M3 wires:
Scale: 2 px per um.
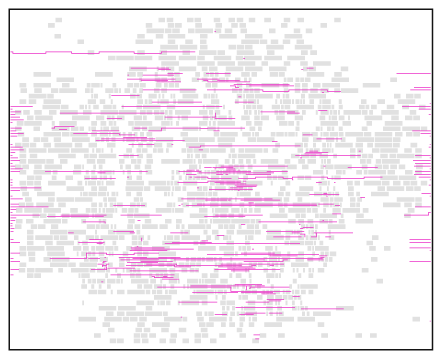
Clock wiring as the flow saved it:
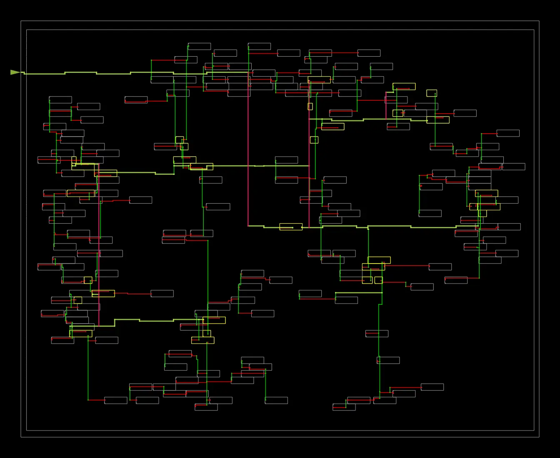
**src/rtl/nb_position_broadcast_ctrl_if.sv**
```systemverilog
// Bus between the position broadcast sequencer and the position caches / preprocessor.
// slave = sequencer side, master = consumer/driver side.
interface nb_position_broadcast_ctrl_if #(
  parameter int NUM_NEIGHBOR_CELLS = 13,
  parameter int PARTICLE_ID_WIDTH  = 7
);
  logic                                                start;
  logic [(NUM_NEIGHBOR_CELLS+1)*PARTICLE_ID_WIDTH-1:0] cell_particle_count;
  logic [PARTICLE_ID_WIDTH-1:0]                        particle_id;
  logic                                                rd_en;
  logic [NUM_NEIGHBOR_CELLS:0]                         nb_valid;
  logic                                                phase;
  logic [NUM_NEIGHBOR_CELLS:0]                         broadcast_done;
  logic [PARTICLE_ID_WIDTH-1:0]                        ref_particle_number;
  logic [PARTICLE_ID_WIDTH-1:0]                        ref_index;
  logic                                                busy;
  logic                                                done;

  modport slave (
    input  start, cell_particle_count,
    output particle_id, rd_en, nb_valid, phase, broadcast_done,
           ref_particle_number, ref_index, busy, done
  );

  modport master (
    output start, cell_particle_count,
    input  particle_id, rd_en, nb_valid, phase, broadcast_done,
           ref_particle_number, ref_index, busy, done
  );
endinterface

```
**src/rtl/nb_position_broadcast_ctrl.sv**
```systemverilog
// Scans home + neighbour cell counts, then streams N0 sweeps of particle ids 1..L to the caches.
// Latency: first rd_en 15 cycles after start; no backpressure, start is ignored unless idle.
module nb_position_broadcast_ctrl #(
  parameter int NUM_NEIGHBOR_CELLS = 13,
  parameter int PARTICLE_ID_WIDTH  = 7
) (
  input logic                          clk,
  input logic                          rst,
  nb_position_broadcast_ctrl_if.slave  bus
);
  localparam int NC = NUM_NEIGHBOR_CELLS + 1;
  localparam int W  = PARTICLE_ID_WIDTH;
  localparam int SW = $clog2(NC);
  localparam logic [SW-1:0] SCAN_LAST = SW'(NC - 1);

  typedef enum logic [1:0] {IDLE, SCAN, STREAM, FINISH} state_t;

  state_t               state_q, state_d;
  logic [NC-1:0][W-1:0] cnt_q, cnt_d;
  logic [W-1:0]         len_q, len_d;
  logic [W-1:0]         n0_q, n0_d;
  logic [W-1:0]         pid_q, pid_d;
  logic [W-1:0]         ref_q, ref_d;
  logic [SW-1:0]        scan_q, scan_d;
  logic                 rd_en_q, rd_en_d;
  logic                 phase_q, phase_d;
  logic                 busy_q, busy_d;
  logic                 done_q, done_d;
  logic [NC-1:0]        nbv_q, nbv_d;
  logic [NC-1:0]        bdone_q, bdone_d;
  logic [W-1:0]         len_max;

  always_comb begin
    state_d = state_q;
    cnt_d   = cnt_q;
    len_d   = len_q;
    n0_d    = n0_q;
    pid_d   = pid_q;
    ref_d   = ref_q;
    scan_d  = scan_q;
    rd_en_d = rd_en_q;
    phase_d = phase_q;
    busy_d  = busy_q;
    done_d  = 1'b0;
    bdone_d = bdone_q;
    len_max = (cnt_q[scan_q] > len_q) ? cnt_q[scan_q] : len_q;

    case (state_q)
      IDLE: begin
        if (bus.start) begin
          cnt_d   = bus.cell_particle_count;
          n0_d    = bus.cell_particle_count[W-1:0];
          len_d   = '0;
          scan_d  = '0;
          busy_d  = 1'b1;
          bdone_d = '0;
          state_d = SCAN;
        end
      end
      SCAN: begin
        len_d  = len_max;
        scan_d = scan_q + SW'(1);
        if (scan_q == SCAN_LAST) begin
          if (n0_q == '0 || len_max == '0) begin
            state_d = FINISH;
            busy_d  = 1'b0;
            done_d  = 1'b1;
            bdone_d = '1;
          end else begin
            state_d = STREAM;
            pid_d   = W'(1);
            ref_d   = W'(1);
            phase_d = 1'b0;
            rd_en_d = 1'b1;
          end
        end
      end
      STREAM: begin
        // Each cell is done once the final sweep has issued its last particle.
        if (ref_q == n0_q) begin
          for (int c = 0; c < NC; c++) begin
            if (pid_q == cnt_q[c]) bdone_d[c] = 1'b1;
          end
        end
        if (pid_q == len_q) begin
          if (ref_q == n0_q) begin
            state_d = FINISH;
            pid_d   = '0;
            ref_d   = '0;
            rd_en_d = 1'b0;
            busy_d  = 1'b0;
            done_d  = 1'b1;
          end else begin
            pid_d   = W'(1);
            ref_d   = ref_q + W'(1);
            phase_d = ~phase_q;
          end
        end else begin
          pid_d = pid_q + W'(1);
        end
      end
      FINISH: begin
        state_d = IDLE;
      end
      default: state_d = IDLE;
    endcase

    // Empty cells have nothing to send, so they complete as the final sweep begins.
    if (state_d == STREAM && ref_d == n0_q && pid_d == W'(1)) begin
      for (int c = 0; c < NC; c++) begin
        if (cnt_q[c] == '0) bdone_d[c] = 1'b1;
      end
    end

    for (int c = 0; c < NC; c++) begin
      nbv_d[c] = rd_en_d && (pid_d <= cnt_q[c]);
    end
  end

  always_ff @(posedge clk or negedge rst) begin
    if (!rst) begin
      state_q <= IDLE;
      cnt_q   <= '0;
      len_q   <= '0;
      n0_q    <= '0;
      pid_q   <= '0;
      ref_q   <= '0;
      scan_q  <= '0;
      rd_en_q <= 1'b0;
      phase_q <= 1'b0;
      busy_q  <= 1'b0;
      done_q  <= 1'b0;
      nbv_q   <= '0;
      bdone_q <= '0;
    end else begin
      state_q <= state_d;
      cnt_q   <= cnt_d;
      len_q   <= len_d;
      n0_q    <= n0_d;
      pid_q   <= pid_d;
      ref_q   <= ref_d;
      scan_q  <= scan_d;
      rd_en_q <= rd_en_d;
      phase_q <= phase_d;
      busy_q  <= busy_d;
      done_q  <= done_d;
      nbv_q   <= nbv_d;
      bdone_q <= bdone_d;
    end
  end

  assign bus.particle_id         = pid_q;
  assign bus.rd_en               = rd_en_q;
  assign bus.nb_valid            = nbv_q;
  assign bus.phase               = phase_q;
  assign bus.broadcast_done      = bdone_q;
  assign bus.ref_particle_number = n0_q;
  assign bus.ref_index           = ref_q;
  assign bus.busy                = busy_q;
  assign bus.done                = done_q;
endmodule
```
**src/flat_wrapper.sv**
```systemverilog
// flat-port wrapper written by rule: the top's interface ports become plain ports
module nb_position_broadcast_ctrl_flat 
#(
  parameter int NUM_NEIGHBOR_CELLS = 13,
  parameter int PARTICLE_ID_WIDTH  = 7
)
  (clk, rst, bus_start, bus_cell_particle_count, bus_particle_id, bus_rd_en, bus_nb_valid, bus_phase, bus_broadcast_done, bus_ref_particle_number, bus_ref_index, bus_busy, bus_done);
  nb_position_broadcast_ctrl_if #(.NUM_NEIGHBOR_CELLS(NUM_NEIGHBOR_CELLS), .PARTICLE_ID_WIDTH(PARTICLE_ID_WIDTH)) bus_i ();
  input logic clk;
  input logic rst;
  input wire logic [$bits(bus_i.start)-1:0] bus_start;
  input wire logic [$bits(bus_i.cell_particle_count)-1:0] bus_cell_particle_count;
  output wire logic [$bits(bus_i.particle_id)-1:0] bus_particle_id;
  output wire logic [$bits(bus_i.rd_en)-1:0] bus_rd_en;
  output wire logic [$bits(bus_i.nb_valid)-1:0] bus_nb_valid;
  output wire logic [$bits(bus_i.phase)-1:0] bus_phase;
  output wire logic [$bits(bus_i.broadcast_done)-1:0] bus_broadcast_done;
  output wire logic [$bits(bus_i.ref_particle_number)-1:0] bus_ref_particle_number;
  output wire logic [$bits(bus_i.ref_index)-1:0] bus_ref_index;
  output wire logic [$bits(bus_i.busy)-1:0] bus_busy;
  output wire logic [$bits(bus_i.done)-1:0] bus_done;
  assign bus_i.start = bus_start;
  assign bus_i.cell_particle_count = bus_cell_particle_count;
  assign bus_particle_id = bus_i.particle_id;
  assign bus_rd_en = bus_i.rd_en;
  assign bus_nb_valid = bus_i.nb_valid;
  assign bus_phase = bus_i.phase;
  assign bus_broadcast_done = bus_i.broadcast_done;
  assign bus_ref_particle_number = bus_i.ref_particle_number;
  assign bus_ref_index = bus_i.ref_index;
  assign bus_busy = bus_i.busy;
  assign bus_done = bus_i.done;
  nb_position_broadcast_ctrl #(.NUM_NEIGHBOR_CELLS(NUM_NEIGHBOR_CELLS), .PARTICLE_ID_WIDTH(PARTICLE_ID_WIDTH)) u_core (.clk(clk), .rst(rst), .bus(bus_i));
endmodule
```
**config.mk**
```make
export PLATFORM = sky130hd
export DESIGN_NAME = nb_position_broadcast_ctrl_flat
export DESIGN_NICKNAME = d
export VERILOG_FILES = /design/src/rtl/nb_position_broadcast_ctrl_if.sv /design/src/rtl/nb_position_broadcast_ctrl.sv /design/src/flat_wrapper.sv
export SDC_FILE = /design/constraint.sdc
export NUM_CORES = 1
export LEC_CHECK = 0
export CAP_MARGIN = 25
export CORE_ASPECT_RATIO = 0.8
export CORE_MARGIN = 2
export CORE_UTILIZATION = 35
export DETAILED_ROUTE_END_ITERATION = 10
export GPL_ROUTABILITY_DRIVEN = 0
export PLACE_DENSITY = 0.57
export SYNTH_ARGS = -nofsm -noshare
export SYNTH_HDL_FRONTEND = slang
export SYNTH_SLANG_ARGS = --single-unit
```
**constraint.sdc**
```tcl
create_clock -name clk -period 5.4 [get_ports clk]
set_clock_uncertainty 0.2 [all_clocks]
set_input_delay 1.08 -clock clk [delete_from_list [all_inputs] [get_ports clk]]
set_output_delay 1.08 -clock clk [all_outputs]
set_load 0.1 [all_outputs]
```
==> impl_metrics.json <==
{
  "die_y_um": 170,
  "grt_use_met1_pct": 34.4,
  "postRouteAntennaNets": 0,
  "port_buffers": 153,
  "htreeDepth": 4,
  "busiest_layer": "met1",
  "end_kind": "flip-flop",
  "fp_util_pct": 35.6,
  "hold_violations": 0,
  "synth.logic.top_family": "AND-OR/OR-AND gates",
  "core_area_um2": 33700,
  "vias": 10400,
  "start_kind": "flip-flop",
  "grt_pass1_vias": 10100,
  "p_per_area_nw_per_um2": 562,
  "status": "completed",
  "cp_data_arrival_time_ps": 5520,
  "clock_path_buffers": 2,
  "via_per_inst": 5.63,
  "syn_area_um2": 12000,
  "grt_util_met3_pct": 6.13,
  "hold_buffers": 0,
  "netlist_instances": 1201,
  "dr.pass1.iters": 5,
  "edf_count": 0,
  "ir_drop_mv": 0.273,
  "ys_warn_count": 0,
  "layout_top_cell": "dfrtp_1",
  "chipArea_um2": 35800,
  "critPathKind": "reg -> reg",
  "io_pins": 154,
  "slew_violations": 0,
  "drive_above_1_share_pct": 22.9,
  "synth.avg_cell_area_um2": 9.98,
  "synthTopCellsByArea": "dfrtp_1 (33%), ha_1 (12%), mux2_2 (9.4%)",
  "fin_util_pct": 46.0,
  "ys_ff": 157,
  "synth_seq_share_pct": 32.8,
  "clock_sinks": 157,
  "cts_root_buf": "clkbuf_16",
  "worstPathCellList": "buf_12 > mux4_2 > mux4_2 > ha_4 > nand4_1 > a21oi_4 > o22ai_4 > a22o_1 > a211oi_2 > a311oi_4 > o21ai_2 > a32o_2 > clkbuf_16 > ha_4 > nor2b_1 > o21ai_1 > nand2b_1 > a21oi_2 > nor2b_1 > o21ai_1 > nand2b_1 > a21oi_2 > a41oi_1 > nor2_1",
  "synth.distinct_cells": 67,
  "grt_overflow": 0,
  "grt_pass1_wl_mm": 62.4,
  "top_area_cell": "dfrtp_1",
  "grt_usage_pct": 23.3,
  "max-cap-violations": 0,
  "critPathMaxStageDelay_ps": 560,
  "leakagePower_nw": 6.87
}
About 'M3 wires':
nets with wire on the layer = 210
main direction = horizontal
share of all routed wire = 8.4%
longest straight run = 94.8 um

About 'clock wiring as the flow saved it':
clk_lat worst skew: 460 ps
TritonCTS buffer count: 17
P_clk: 1.23 mW

==> power by group <==
part           internal (mW)  switching [mW]  total (mW)
Sequential              1.63           0.722        2.35
Clock                  0.651           0.579        1.23
Combinational           2.28            2.85        5.13
Total                   4.56            4.15        8.71
==> metrics by stage <==
| stage | hold WS (ps) | std cells | worst slack [ps] | setup TNS [ps] | instance area (um2) |
|---|---|---|---|---|---|
| 4_1_cts | 300 | 1837 | 3.48 | 0 | 15100 |
| 3_3_place_gp | 283 | 1804 | 86.1 | 0 | 14500 |
| 3_5_place_dp | 284 | 1804 | -129 | -351 | 14500 |
| 2_1_floorplan | 329 | 1201 | 47.8 | 0 | 12000 |
| 6_report | 304 | 1848 | 55.4 | 0 | 15500 |
| 5_1_grt | 318 | 1847 | -151 | -1140 | 15500 |
==> flip-flops by register name, summed over array words and instances, names as in the netlist, 2 cells and up <==
signal,cells
u_core.bus.broadcast_done,14
u_core.len_q,7
u_core.bus.ref_index,7
u_core.bus.particle_id,7
u_core.bus.nb_valid,14
u_core.scan_q,4
u_core.cnt_q,98
u_core.state_q,2
==> path summary, 6_finish.rpt <==
path	start	end	slack, ps	cells after the start
worst max register to register	u_core.scan_q[0]	u_core.bus.nb_valid[11]	60	24
max in group asynchronous	rst	u_core.scan_q[0]	3660	2
min in group clk	u_core.bus.broadcast_done[7]	u_core.bus.broadcast_done[7]	300	2
worst min-delay path	rst	u_core.bus.done	300	1
worst min register to register	u_core.bus.broadcast_done[7]	u_core.bus.broadcast_done[7]	300	2
worst max-delay path	u_core.scan_q[0]	u_core.bus.nb_valid[11]	60	24
==> what timing repair did <==
action | in CTS | in global routing
pin swaps | 0 | 50
gates resized | 4 | 78
setup buffers | 1 | 9
endpoints found under the setup margin | 10 | 14
gates cloned | 0 | 1
==> cell usage after synthesis (14+ instances only) <==
cell	count
and4_1	15
nor2_1	35
dfrtp_1	157
nor2b_1	32
mux2_2	100
inv_1	103
nand2_1	35
clkbuf_1	33
xor2_1	48
a2bb2oi_1	18
buf_1	16
nand4_1	31
xnor2_1	69
mux4_2	14
ha_1	113
nand2b_1	32
a41oi_1	14
a21oi_1	77
mux2i_1	24
o21ai_0	59
nor4_1	33
==> area by class of cell <==
class / count / area (um2) / share of cell area (%)
tap: 434 / 543 / 3.50
sequential: 157 / 3930 / 25.4
timing repair buffer: 248 / 2370 / 15.3
multi-input combinational: 872 / 7680 / 49.6
inverter: 104 / 390 / 2.52
antenna: 1 / 2.50 / 0.0161
clock inverter: 15 / 153 / 0.985
clock buffer: 17 / 425 / 2.74
==> per-layer routing <==
metal,wire length (um),up-vias
met3,3540,70
met1,20000,5088
met4,979,0
met2,17600,467
li1,-,4770
met5,0,-
==> worst max-delay path: cells and delay by family, from the launching register on <==
kind	cells	cell delay (ps)
AOI/OAI and AO/OA	12	2060
and+or+nand+nor	6	650
DFF	1	410
muxes	2	1040
adders and majority gates	2	520
buffers and inverters	2	370
No activity file was given, so power comes from the tool's default toggle rates.
